$ cat src/rtl/hex_message_scroller.sv
// Rotating message sequencer for a row of 2-bit 7-segment character decoders.
// Rotation is either free-running from a prescaler (RUN) or single-stepped (HOLD).
module hex_message_scroller #(
    parameter int                        NUM_DIGITS = 4,
    parameter int                        TICK_DIV   = 50_000_000,
    parameter logic [2*NUM_DIGITS-1:0]   RESET_MSG  = 8'h1B
) (
    input  logic                      Clock,
    input  logic                      Resetn,
    input  logic                      run,
    input  logic                      dir,
    input  logic                      step,
    input  logic                      msg_load,
    input  logic [2*NUM_DIGITS-1:0]   msg_in,
    output logic [2*NUM_DIGITS-1:0]   codes,
    output logic                      running,
    output logic                      shift_evt
);

    localparam int            W    = 2 * NUM_DIGITS;
    localparam int            PW   = (TICK_DIV > 1) ? $clog2(TICK_DIV) : 1;
    localparam logic [PW-1:0] TERM = PW'(TICK_DIV - 1);

    typedef enum logic {HOLD = 1'b0, RUN = 1'b1} state_t;

    state_t          state_q, state_d;
    logic [PW-1:0]   pre_q, pre_d;
    logic [W-1:0]    codes_q, codes_d;
    logic            evt_q, evt_d;
    logic [W-1:0]    rot_left, rot_right;
    logic            tick, rotate;

    // Left moves each character one display toward HEX(N-1); right toward HEX0.
    for (genvar gi = 0; gi < NUM_DIGITS; gi++) begin : g_rot
        localparam int LS = (gi + NUM_DIGITS - 1) % NUM_DIGITS;
        localparam int RS = (gi + 1) % NUM_DIGITS;
        assign rot_left[2*gi +: 2]  = codes_q[2*LS +: 2];
        assign rot_right[2*gi +: 2] = codes_q[2*RS +: 2];
    end

    always_comb begin
        state_d = run ? RUN : HOLD;
        tick    = (state_q == RUN) && run && (pre_q == TERM);
        pre_d   = '0;
        if ((state_q == RUN) && run && !tick) begin
            pre_d = pre_q + PW'(1);
        end
        rotate  = tick || ((state_q == HOLD) && step);
        codes_d = codes_q;
        evt_d   = 1'b0;
        // A load wins over any rotation in the same cycle and restarts the period.
        if (msg_load) begin
            codes_d = msg_in;
            pre_d   = '0;
        end else if (rotate) begin
            codes_d = dir ? rot_right : rot_left;
            evt_d   = 1'b1;
        end
    end

    always_ff @(posedge Clock) begin
        if (!Resetn) begin
            state_q <= HOLD;
            pre_q   <= '0;
            codes_q <= RESET_MSG;
            evt_q   <= 1'b0;
        end else begin
            state_q <= state_d;
            pre_q   <= pre_d;
            codes_q <= codes_d;
            evt_q   <= evt_d;
        end
    end

    assign codes     = codes_q;
    assign running   = (state_q == RUN);
    assign shift_evt = evt_q;

endmodule

$ cat config.mk
export PLATFORM = sky130hd
export DESIGN_NAME = hex_message_scroller
export DESIGN_NICKNAME = d
export VERILOG_FILES = /design/src/rtl/hex_message_scroller.sv
export SDC_FILE = /design/constraint.sdc
export NUM_CORES = 1
export LEC_CHECK = 0
export CAP_MARGIN = 25
export CORE_ASPECT_RATIO = 1.2
export CORE_MARGIN = 3
export CORE_UTILIZATION = 58
export DETAILED_ROUTE_END_ITERATION = 12
export PLACE_DENSITY_LB_ADDON = 0.05
export REMOVE_ABC_BUFFERS = 1
export SKIP_CTS_REPAIR_TIMING = 1
export SLEW_MARGIN = 10
export SYNTH_ARGS = -nofsm -noshare
export SYNTH_HDL_FRONTEND = slang
export SYNTH_SLANG_ARGS = --single-unit
$ cat constraint.sdc
create_clock -name Clock -period 5.8 [get_ports Clock]
set_input_delay 0.58 -clock Clock [delete_from_list [all_inputs] [get_ports Clock]]
set_output_delay 0.58 -clock Clock [all_outputs]
set_load 0.01 [all_outputs]
Figure 1. Clock wires, drivers and flops (run 1).
Drawn at 4 px/um.
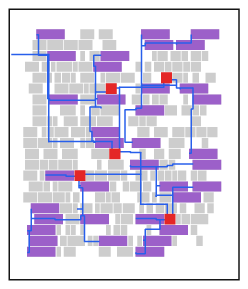
- red: cells driving clock nets (count 5)
- purple: flip-flops (count 36)
- blue: clock wires (length 398 um)
- flops lie: all over the die
- routed clock nets: 6

Figure 2. Placed cells, one colour a class (run 1).
Drawn at 4 px/um.
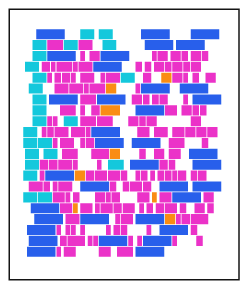
- blue: flip-flops (cells 36)
- cyan: other buffers and delay cells (cells 24)
- magenta: all other logic (cells 160)
- orange: clock drivers and dummy loads (cells 8)

Figure 3. Sequential cells grouped by signal name (run 1).
Drawn at 4 px/um.
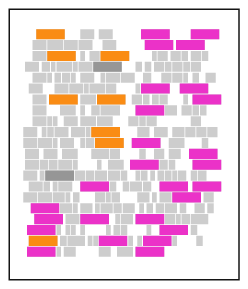
- magenta: `pre_q` (flops 26; where all over the die)
- orange: `codes` (flops 8)

Figure 4. Port wiring (run 1).
Drawn at 8 px/um.
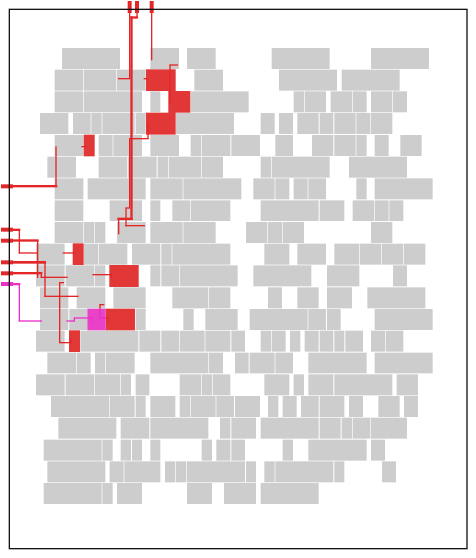
- magenta: `step` (bits 1; direction input; end cells 1; buffers 1; wire 11.9 um)
- red: `msg_in` (bits 8; direction input; end cells 8; buffers 8; wire 131 um)

## run 1: through the flow
stage	setup WS (ps)	std cells	hold slack (ps)	area, um^2
after floorplan	3950	196	430	1760
after global placement	3480	253	458	2040
after detailed placement	3430	253	475	2040
after CTS	3610	261	498	2100
after global routing	3460	262	525	2110
final	3590	262	494	2110
## run 1: area by class of cell
class,instances,share of cell area
Multi-Input combinational cell,155,0.486
Sequential cell,36,0.342
Timing Repair Buffer,24,0.115
Clock buffer,8,0.0279
Tap cell,34,0.0202
Inverter,5,0.00891
## run 1: power groups by stage
stage               clock network, mW  logic [mW]  registers, mW
floorplan                           0      0.0220          0.266
global placement                    0      0.0511          0.264
detailed placement                  0      0.0526          0.265
CTS                             0.140      0.0528          0.259
global route                    0.152      0.0569          0.261
finish                          0.137      0.0525          0.259
==> results.tsv, run 1 <==
metric	value	unit
met2 Resource Use GR	0.391	
Fin Clk Skew	7.85	ps
PnR Total Power	448	uW
Seq pwr share	0.578	
max_slew headroom	0.625	
maximum fanout along the worst path	13	
post-detailed-placement half-perimeter wirelength	2810	um
count of vias placed by the detailed router	1542	
critical path required time	6070	ps
outcome	completed	
Max Root-Sink Buffers	2	
count of cells along the worst hold path	1	
crit-path cells	ha_1, and4_1, nand3_1, or4_1, a21oi_1	
xor and xnor area share after synthesis	0.0483	
GR met3 Demand/Resource	0.0516	
Post-Synth Adder-Cell Area	0.00690	
post-synthesis cell type count	38	
switching pwr	104	uW
chip area	3840	um^2
grt total ovfl	0	
utilization after layout	0.729	
Figure 5. Placed standard cells (run 1).
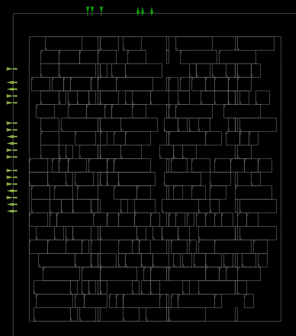

==> run 1 -> run 2 <==
--- a/config.mk
+++ b/config.mk
@@ -8,7 +8,7 @@
 export CAP_MARGIN = 25
 export CORE_ASPECT_RATIO = 1.2
 export CORE_MARGIN = 3
-export CORE_UTILIZATION = 58
+export CORE_UTILIZATION = 54
 export DETAILED_ROUTE_END_ITERATION = 12
 export PLACE_DENSITY_LB_ADDON = 0.05
 export REMOVE_ABC_BUFFERS = 1
==> constraint.sdc (replaced) <==
create_clock -name Clock -period 2.1 [get_ports Clock]
set_input_delay 0.21 -clock Clock [delete_from_list [all_inputs] [get_ports Clock]]
set_output_delay 0.21 -clock Clock [all_outputs]
set_load 0.01 [all_outputs]
Figure 6. Placed standard cells (run 2).
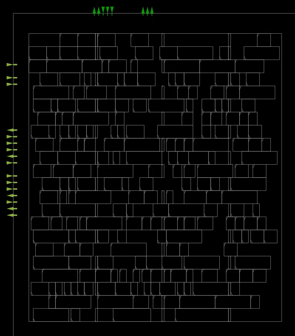
tapcell count: 36
Final Non-Filler Cells: 271
area of the core region: 3140 um^2
Flops: 36

Figure 7. Placed cells, one colour a class (run 2).
Drawn at 4 px/um.
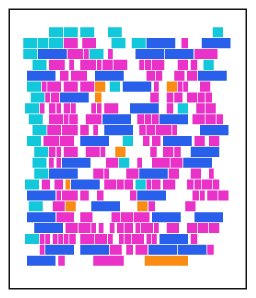
- blue: flip-flops (cells 36)
- orange: clock drivers and dummy loads (cells 8)
- magenta: all other logic (cells 160)
- cyan: other buffers and delay cells (cells 31)
utilization after layout: 0.698
cell area after layout: 2190 um^2
number of placement rows: 22
sequential cell area share: 0.329

==> results.tsv, run 2 <==
metric	value	unit	change
overall routed net length	3760	um	was 3790 um
count of plain and timing-repair buffers	31		was 24
Final Hold Slack	487	ps	was 494 ps
fraction of area in clock buffers and inverters	0.0348		was 0.0279
PnR Total Power	1.33	mW	was 448 uW
grt total ovfl	0		unchanged
Clk power	466	uW	was 137 uW
Comb group	149	uW	was 52.5 uW
count of vias placed by the detailed router	1608		was 1,542
number of combinational gates with multiple inputs	155		unchanged
largest power group	sequential cells		unchanged
Post-Synth Adder-Cell Area	0.00690		unchanged
Post-Place Cells	263		was 253
cell area after placement	2100	um^2	was 2040 um^2
post-detailed-placement half-perimeter wirelength	2800	um	was 2810 um
combinational share of cell area	0.475		was 0.486
setup ws final	117	ps	was 3590 ps
outcome	completed		unchanged
signal buffers share of area	0.132		was 0.115
leading cell category by total area	combinational gates		unchanged
chip area	4090	um^2	was 3840 um^2
setup slack after placement	67.6	ps	was 3430 ps
max_slew headroom	0.730		was 0.625
Fin Clk Skew	20.0	ps	was 7.85 ps
critical path required time	2320	ps	was 6070 ps
Non-CTS inverters	5		unchanged
[run 2: cells by family (layout without fill, tap and decap cells)]
family,Yosys count,count (layout)
simple gates,89,89
flops,36,36
compound gates,35,35
mux,20,20
buf+inv,15,44
xor+xnor,10,10
fa+ha+maj,1,1
[run 2: path summary, 6_finish.rpt]
path	from	slack, ps	to	cells after the start
worst max-delay path	pre_q[0]	120	codes[0]	5
worst min-delay path	pre_q[0]	490	pre_q[0]	1
worst max register to register	pre_q[0]	120	codes[0]	5
worst min register to register	pre_q[0]	490	pre_q[0]	1
[run 2: layer usage]
layer  up-vias  global-route usage  share of wire
li1        810                   -              -
met4         0              0.0680          0.014
met5         -                   0              0
met3         5              0.0391          0.035
met2        34               0.343           0.52
met1       759               0.225           0.43
==> run 2 -> run 3 <==
==> constraint.sdc (replaced) <==
create_clock -name Clock -period 2.1 [get_ports Clock]
set_input_delay 0.315 -clock Clock [delete_from_list [all_inputs] [get_ports Clock]]
set_output_delay 0.315 -clock Clock [all_outputs]
set_load 0.01 [all_outputs]
Figure 8. Clock wires, drivers and flops (run 3).
Drawn at 4 px/um.
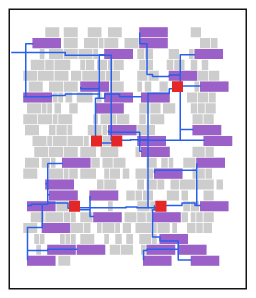
- red: cells driving clock nets (count 5)
- purple: flip-flops (count 36)
- blue: clock wires (length 418 um)
- routed clock nets: 6
- flops lie: all over the die
Clk power: 339 uW
Fin Clk Skew: 7.15 ps
worst-skew pair later-pin latency: 330 ps
fraction of power consumed by the clock network: 0.281

Figure 9. Sequential cells grouped by signal name (run 3).
Drawn at 4 px/um.
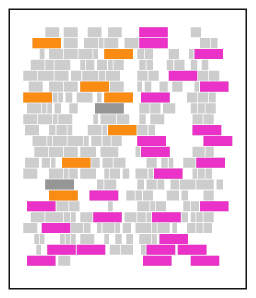
- magenta: `pre_q` (flops 26; where all over the die)
- orange: `codes` (flops 8)
- not coloured: 2
sequential cell area share: 0.337
Sequential Area: 721 um^2
flip-flop and latch power: 717 uW
utilization after layout: 0.681

==> results.tsv, run 3 <==
metric	value	unit	change
outcome	completed		unchanged
cell area after placement	2090	um^2	was 2100 um^2
Post-Synth Adder-Cell Area	0.00690		unchanged
count of cells along the worst hold path	1		unchanged
instance count on the critical path	6		was 5
area of the core region	3140	um^2	unchanged
Max Root-Sink Buffers	2		unchanged
register-to-register path setup slack	140	ps	was 120 ps
combinational share of cell area	0.479		was 0.475
number of placement rows	22		unchanged
xor and xnor area share after synthesis	0.0483		unchanged
switching pwr	291	uW	was 292 uW
max FFs per register	26		unchanged
signal buffers share of area	0.132		about the same
setup ws final	143	ps	was 117 ps
Worst Reg2Reg Path Length in Cells	6		was 5
setup slack after placement	87.2	ps	was 67.6 ps
origin of the worst setup path	pre_q[0]		unchanged
Flops	36		unchanged
capture instance of the worst register-to-register path	pre_q[22]		was codes[0]
max_slew headroom	0.707		was 0.730
layout clock buffer count	6		unchanged
PnR Total Power	1.20	mW	was 1.33 mW
Top Layer Used	met4		unchanged
overall routed net length	3760	um	about the same
count of vias placed by the detailed router	1577		was 1,608
Final Non-Filler Cells	269		was 271
met2 wirelength from detailed routing	1960	um	about the same
leading cell category by total area	combinational gates		unchanged
crit-path cells	ha_1, and4_1, nand3_1, buf_4, or4_1, a21oi_1		was ha_1, and4_1, nand4b_1, o211ai_4, mux2_1
cell area after layout	2140	um^2	was 2190 um^2
tapcell count	36		unchanged
busiest layer in global routing	met2		unchanged
post-detailed-placement half-perimeter wirelength	2820	um	was 2800 um
M1 WL	1630	um	was 1610 um
Final Hold Slack	475	ps	was 487 ps
count of plain and timing-repair buffers	30		was 31
capture point of the worst path	pre_q[22]		was codes[0]
met2 Resource Use GR	0.343		unchanged
fraction of area in clock buffers and inverters	0.0217		was 0.0348
[run 3: cell count changes in the layout (fill, tap and decap cells not counted)]
cell,change
nor4bb_1,+1
o211ai_2,+1
buf_4,-1
o211ai_4,-1
nor4bb_2,-1
bufinv_16,-1
[run 3: power by group through the flow]
stage | clock (mW) | combinational (mW) | sequential (mW)
2_1_floorplan | 0 | 0.0607 | 0.736
4_1_cts | 0.351 | 0.151 | 0.717
6_report | 0.339 | 0.149 | 0.717
3_3_place_gp | 0 | 0.146 | 0.731
3_5_place_dp | 0 | 0.150 | 0.732
5_1_grt | 0.385 | 0.161 | 0.721
Power is estimated from default activity; no workload was simulated.
